Figure 1. M1 wires (run 1).
(1.5 px per um)
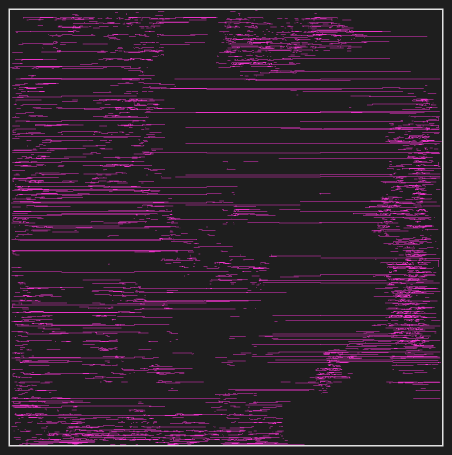
Figure 2. Congestion heat map (run 1).
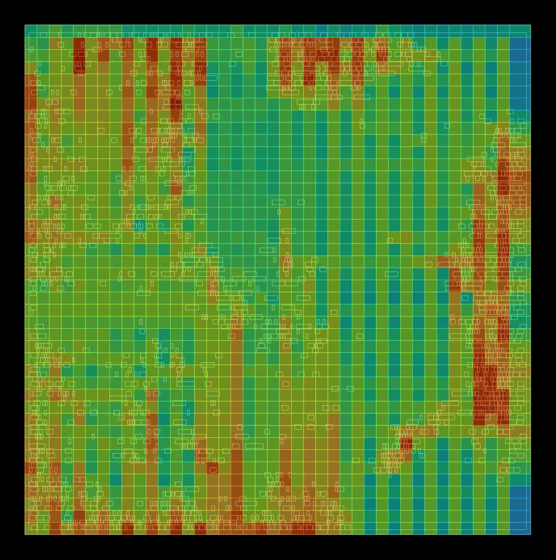
Figure 3. Close-up of the layout (run 1).
Region (60, 205) to (85, 230) um. Cells in grey, sequential cells in the stronger grey; small squares are vias.
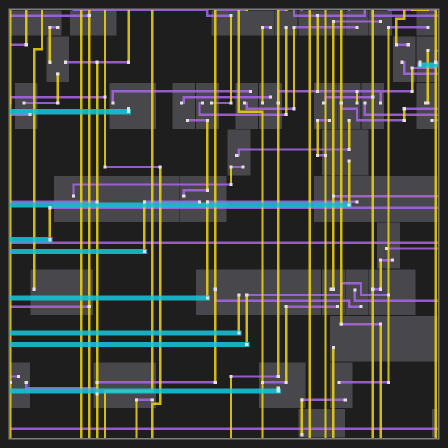
==> config.mk <==
export PLATFORM = sky130hd
export DESIGN_NAME = mem_rd_arb
export DESIGN_NICKNAME = d
export VERILOG_FILES = /design/src/rtl/mem_rd_arb.sv
export SDC_FILE = /design/constraint.sdc
export NUM_CORES = 1
export LEC_CHECK = 0
export ABC_AREA = 1
export CAP_MARGIN = 10
export CORE_AREA = 2 2 286 288
export CTS_BUF_LIST = sky130_fd_sc_hd__clkbuf_4
export DETAILED_ROUTE_END_ITERATION = 10
export DIE_AREA = 0 0 288 290
export MAX_ROUTING_LAYER = met4
export RECOVER_POWER = 100
export SKIP_LAST_GASP = 1
export SYNTH_ARGS = -nofsm -noshare
export SYNTH_HDL_FRONTEND = slang
export SYNTH_SLANG_ARGS = --single-unit
==> constraint.sdc <==
create_clock -name clk -period 2.88 [get_ports clk]
set_input_delay 0.432 -clock clk [delete_from_list [all_inputs] [get_ports clk]]
set_output_delay 0.432 -clock clk [all_outputs]
set_load 0.02 [all_outputs]
==> flow_summary.ini, run 1 <==
; physical design summary
[outcome]
outcome = finished clean

[synth]
yosysTopAreaCellShare_pct = 28.81
syn_inst = 1069
synth_seq_share_pct = 20.35
ff_type = dfrtp_1
avgSynthCellArea_um2 = 5.290
top_area_cell = nand2_1
synth_flops = 46
synth_nets = 1498
synth-async-reset-ratio_pct = 100.0
yosys-top-cells-area = nand2_1, dfrtp_1, inv_1, nand3_1, o21ai_0
ys_cells = 1069
ys_area_mm2 = 0.005655
common_cells = nand2_1, inv_1, dfrtp_1
ys_types = 34

[die]
die_y_um = 290
die_x_um = 288
fp.coreArea_mm2 = 0.08016
fp-utilization_pct = 7.055
die_area_mm2 = 0.08352
std_cell_rows = 104

[cts]
cts_tree = done
cts_buffers = 5
path_clk_slew_ns = 0.16
root_buffer = clkbuf_4

[place]
placed_area_mm2 = 0.01486
port_buffers = 731
post-place-ws_ns = -0.1310

[power]
power_frac_comb_pct = 89.7
swShare_pct = 56.02
ir_drop_mv = 0.4643
power.share.clock_pct = 2.3
p_leak_uw = 0.009019
power_frac_seq_pct = 8.0
power_density_mw_per_mm2 = 996.2
switchingPower_uw = 8470

[drt]
first_pass_iters = 5
drt_iter0_markers = 475
vias_per_cell = 3.303
wl_per_cell_um = 23.06
num_vias = 9469

[critical_path]
r2r_cells = 19
cpMaxStageDelayCell = dfrtp_1
path_class = reg2out
worstPathCellList = inv_1, ha_4, buf_12, buf_4, buf_12, buf_16, nand2_1, inv_1, dlygate4sd2_1
required_ns = 2.45
r2r_slack_ns = 0.26

[layout]
final_layout_size_suffix_gt1_share_pct = 10.43
layout_top_cells = nand2_1, clkdlybuf4s50_1, inv_1
num-fill-cells = 9257
area_delta_synth_final_pct = 168.4
instances_no_fill = 2867

[flow_run]
warning_count = 35
maxCapViolCount = 0

[global_routing]
gr-total-overflow = 0
antenna_found_initial = 54
grt_max_degree = 53

[final_timing]
clock_skew_ns = 0.007125
setup_slack_ns = 0.1043
drv_slew = 0
rsz0062_at_grt = true
worst_pin_slew_ns = 1.410
period_minus_slack_ns = 2.776
setup_tns_ns = 0
whs_ns = 0.4912
timing.final.crit_share_pct = 96.38

[min_path]
hold_class = reg2reg
hold_depth = 1
About Figure 1:
wire length on this layer: 22.5 mm
share of all routed wire: 34%
longest straight run: 169 um
main direction: horizontal
GRT met1 Usage: 14.42%
wirelength, routed: 66120 um

About Figure 2:
gr busiest metal: met2
met3 global-route usage: 10.90%
post-layout util: 18.93%
total track usage: 15.48%

About Figure 3:
legend:
  purple:
    layer: metal 1
  yellow:
    layer: metal 2
  cyan:
    layer: metal 3
most frequent: inv_1 (12), nand2_1 (10), buf_4 (8)
cells with their middle in the window: 38
sequential cells in the window: 0

run 1: critical path, delay by kind of cell (launching register included):
family / cells / cell delay [ns]
simple gates: 1 / 0.12
buf+inv: 7 / 1.10
flops: 1 / 0.45
fa+ha+maj: 1 / 0.21
run 1: kinds of logic after synthesis:
family,synth area share (%)
simple gates,41.75
buf+inv,25.64
compound gates,9.248
flops,20.35
fa+ha+maj,1.770
mux,1.239
run 1: area by class of cell:
class	instances	area, um^2	area share [%]
Antenna cell	14	35.03	0.2308
Clock buffer	5	37.54	0.2473
Clock inverter	3	16.27	0.1072
Inverter	293	1107	7.296
Multi-Input combinational cell	666	3069	20.22
Sequential cell	46	1152	7.593
Tap cell	1060	1326	8.739
Timing Repair Buffer	780	8433	55.56
run 1: power groups by stage:
stage	Clock, uW	Combinational (uW)	Sequential [uW]
2_1_floorplan	0	6680	1500
3_3_place_gp	0	13600	1230
3_5_place_dp	0	13700	1240
4_1_cts	385	13700	1230
5_1_grt	407	14700	1250
6_report	348	13600	1220
run 1: repair_timing:
item | 4_1_cts | 5_1_grt
setup endpoints to repair | 159 | 68
hold buffers | 1 | 0
pin swaps | 0 | 0
hold endpoints to repair | 21 | 0
resized | 115 | 48
buffers inserted | 3 | 6
gates cloned | 2 | 2
run 1: metal layers:
metal  vias up  share of wire (%)  GRT usage (%)
li1       4570                  -              -
met1      4268                 34          14.42
met2       560                 48          26.14
met3        71                 16          10.90
met4         0                1.4          2.679
met5         -                  0              -
==> run 2, diff against run 1 <==
--- a/config.mk
+++ b/config.mk
@@ -13,6 +13,7 @@
 export DIE_AREA = 0 0 288 290
 export MAX_ROUTING_LAYER = met4
 export RECOVER_POWER = 100
+export SETUP_SLACK_MARGIN = 0.15
 export SKIP_LAST_GASP = 1
 export SYNTH_ARGS = -nofsm -noshare
 export SYNTH_HDL_FRONTEND = slang
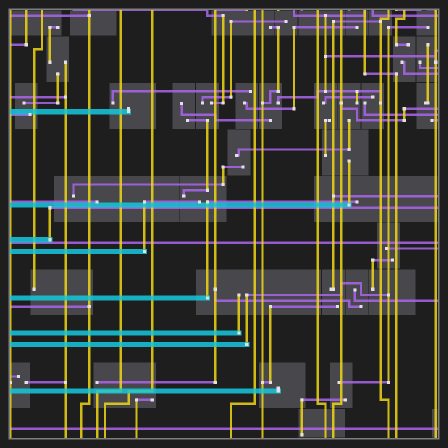
Figure 4: run 2, close-up of the layout.
Region (60, 205) to (85, 230) um. Cells in grey, sequential cells in the stronger grey; small squares are vias.
legend:
  purple:
    layer: metal 1
  cyan:
    layer: metal 3
  yellow:
    layer: metal 2
sequential cells in the window: 0
most frequent: inv_1 (12), nand2_1 (10), buf_4 (8)
cells with their middle in the window: 37

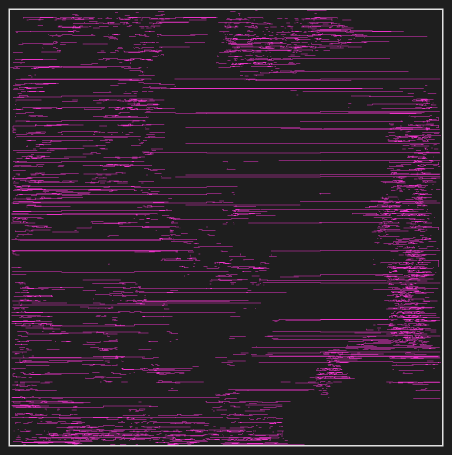
Figure 5: run 2, M1 wires.
(1.5 px per um)
share of all routed wire: 34%
longest straight run: 169 um
main direction: horizontal
DR vias: 9463
wirelength, routed: 65730 um
GRT met1 Usage: 14.34%

==> run 2 against run 1 <==
Net effect:
- combinational power about the same
- register-to-register slack better by 0.04 ns
- final cell count stayed put
- synthesized area did not move
- clock power about the same
- non-clock buffer count decreased by 1
- sequential cell count stayed put
- design area decreased by 1.8%
- hold slack better by 0.0057 ns
- fmax decreased by 2.4%
- power up 0.83%
- die size did not move
==> flow_summary.ini, run 2 <==
; physical design summary
[outcome]
outcome = finished clean

[power]
p_leak_uw = 0.008349
power_density_mw_per_mm2 = 1023
ir_drop_mv = 0.4739

[layout]
num-fill-cells = 9270
layout_top_cell = clkdlybuf4s50_1
logic_area_mm2 = 0.003079
layout_top_cells = clkdlybuf4s50_1, nand2_1, inv_1
regArea_mm2 = 0.001152
fin_nets = 2220
final_layout_size_suffix_gt1_share_pct = 12.78
area_delta_synth_final_pct = 163.5

[cts]
cts_sinks = 46
htree_levels = 2
clk_path_buf_depth = 2
root_buffer = clkbuf_4
path_clk_slew_ns = 0.16
cts_tree = done
clock.latency.late_pin_ns = 0.41
cts_buffers = 5

[die]
std_cell_rows = 104
fp.coreArea_mm2 = 0.08016
die_x_um = 288
fp-utilization_pct = 7.055
ios = 732
die_y_um = 290
die_area_mm2 = 0.08352

[global_routing]
antenna_found_initial = 54
grt_pass1_vias = 9591
grt_pass1_wl_um = 84260
grt_max_degree = 53
gr-total-overflow = 0
grt_use_total_pct = 15.43

[synth]
syn_area_mm2 = 0.005655
ff_type = dfrtp_1
synth.most_common_cell = nand2_1
yosysTopAreaCellShare_pct = 28.81
syn_inst = 1069
ys_cells = 1069
synth_flops = 46
avgSynthCellArea_um2 = 5.290
synth-async-reset-ratio_pct = 100.0
ys_area_mm2 = 0.005655
ys_warn_count = 0
synth_nets = 1498
yosys-top-cells-area = nand2_1, dfrtp_1, inv_1, nand3_1, o21ai_0
synth_seq_share_pct = 20.35
top_area_cell = nand2_1
common_cells = nand2_1, inv_1, dfrtp_1
ys_types = 34
synth-edff-count = 0

[final_timing]
period_minus_slack_ns = 2.843
fmax_ghz = 0.3517
drv_slew = 0
clock_skew_ns = 0.008120
timing.final.crit_share_pct = 98.73
worst_pin_slew_ns = 1.407
rsz0062_at_grt = true
setup_tns_ns = 0
setup_slack_ns = 0.03664
whs_ns = 0.4969
hold_viol = 0
setup_violations = 0
slew_headroom_pct = 6.192

[drt]
wl_per_cell_um = 22.93
vias_per_cell = 3.301
drt_iter0_markers = 398
ant_nets = 0
first_pass_iters = 5
drc = 0

[flow_run]
maxCapViolCount = 0
warning_count = 35

[place]
place.gp.congestion = 0.8900
dp_hpwl_um = 58570
post-place-ws_ns = -0.1310
port_buffers = 731

[critical_path]
crit_path_max_fanout = 39
r2r_slack_ns = 0.30
slowest_delay_ns = 0.59
arrival_ns = 2.41
worstPathCellList = inv_1, ha_4, buf_12, buf_12, nand2_1, inv_1, clkdlybuf4s50_1
worstSetupEndpointType = output port
cpMaxStageDelayCell = clkdlybuf4s50_1
path_class = reg2out
required_ns = 2.45
r2r_cells = 21
start_kind = flip-flop

[min_path]
hold_depth = 1
hold_class = reg2reg
[run 2: critical path, delay by kind of cell (launching register included)]
kind	cells	cell delay (ns)
adders and majority gates	1	0.21
buffers and inverters	5	1.18
DFF	1	0.43
and+or+nand+nor	1	0.13
[run 2: routing by layer]
layer | global-route usage [%] | share of wire [%] | vias to the layer above
li1 | - | - | 4569
met1 | 14.34 | 34 | 4248
met2 | 26.04 | 48 | 566
met3 | 10.93 | 16 | 80
met4 | 2.679 | 1.6 | 0
met5 | - | 0 | -
[run 2: area by class of cell]
cell class | count | area share, %
timing repair buffer | 779 | 54.64
multi-input combinational | 666 | 20.67
tap | 1060 | 8.901
sequential | 46 | 7.734
inverter | 293 | 7.448
clock buffer | 5 | 0.2519
antenna | 15 | 0.2519
clock inverter | 3 | 0.1092
[run 2: timing repair]
item,CTS,global route
hold buffers,1,0
setup buffers,2,8
endpoints found under the setup margin,178,170
hold endpoints to repair,21,0
pin swaps,0,1
gates resized,121,113
cloned,1,1
[run 2: power by group]
| part | switching (uW) | internal, uW |
|---|---|---|
| clock network | 255 | 91.2 |
| registers | 237 | 981 |
| logic | 8040 | 5640 |
[run 2: logic make-up after synthesis]
logic type	Yosys count	synth area share [%]
AND/OR/NAND/NOR	565	41.75
buffers and inverters	357	25.64
AND-OR/OR-AND	86	9.248
flip-flops	46	20.35
adder cells (fa/ha/maj)	8	1.770
multiplexers	7	1.239
[run 2: metrics by stage]
stage               util [%]  power [uW]  std cells  area (um^2)
floorplan                  -        8174       1069         5655
global placement       18.54       14860       2831        14860
detailed placement     18.54       14900       2831        14860
CTS                    18.53       15130       2843        14850
global route           18.58       16510       2865        14900
finish                 18.59       15240       2867        14900
No activity file was given, so power comes from the tool's default toggle rates.
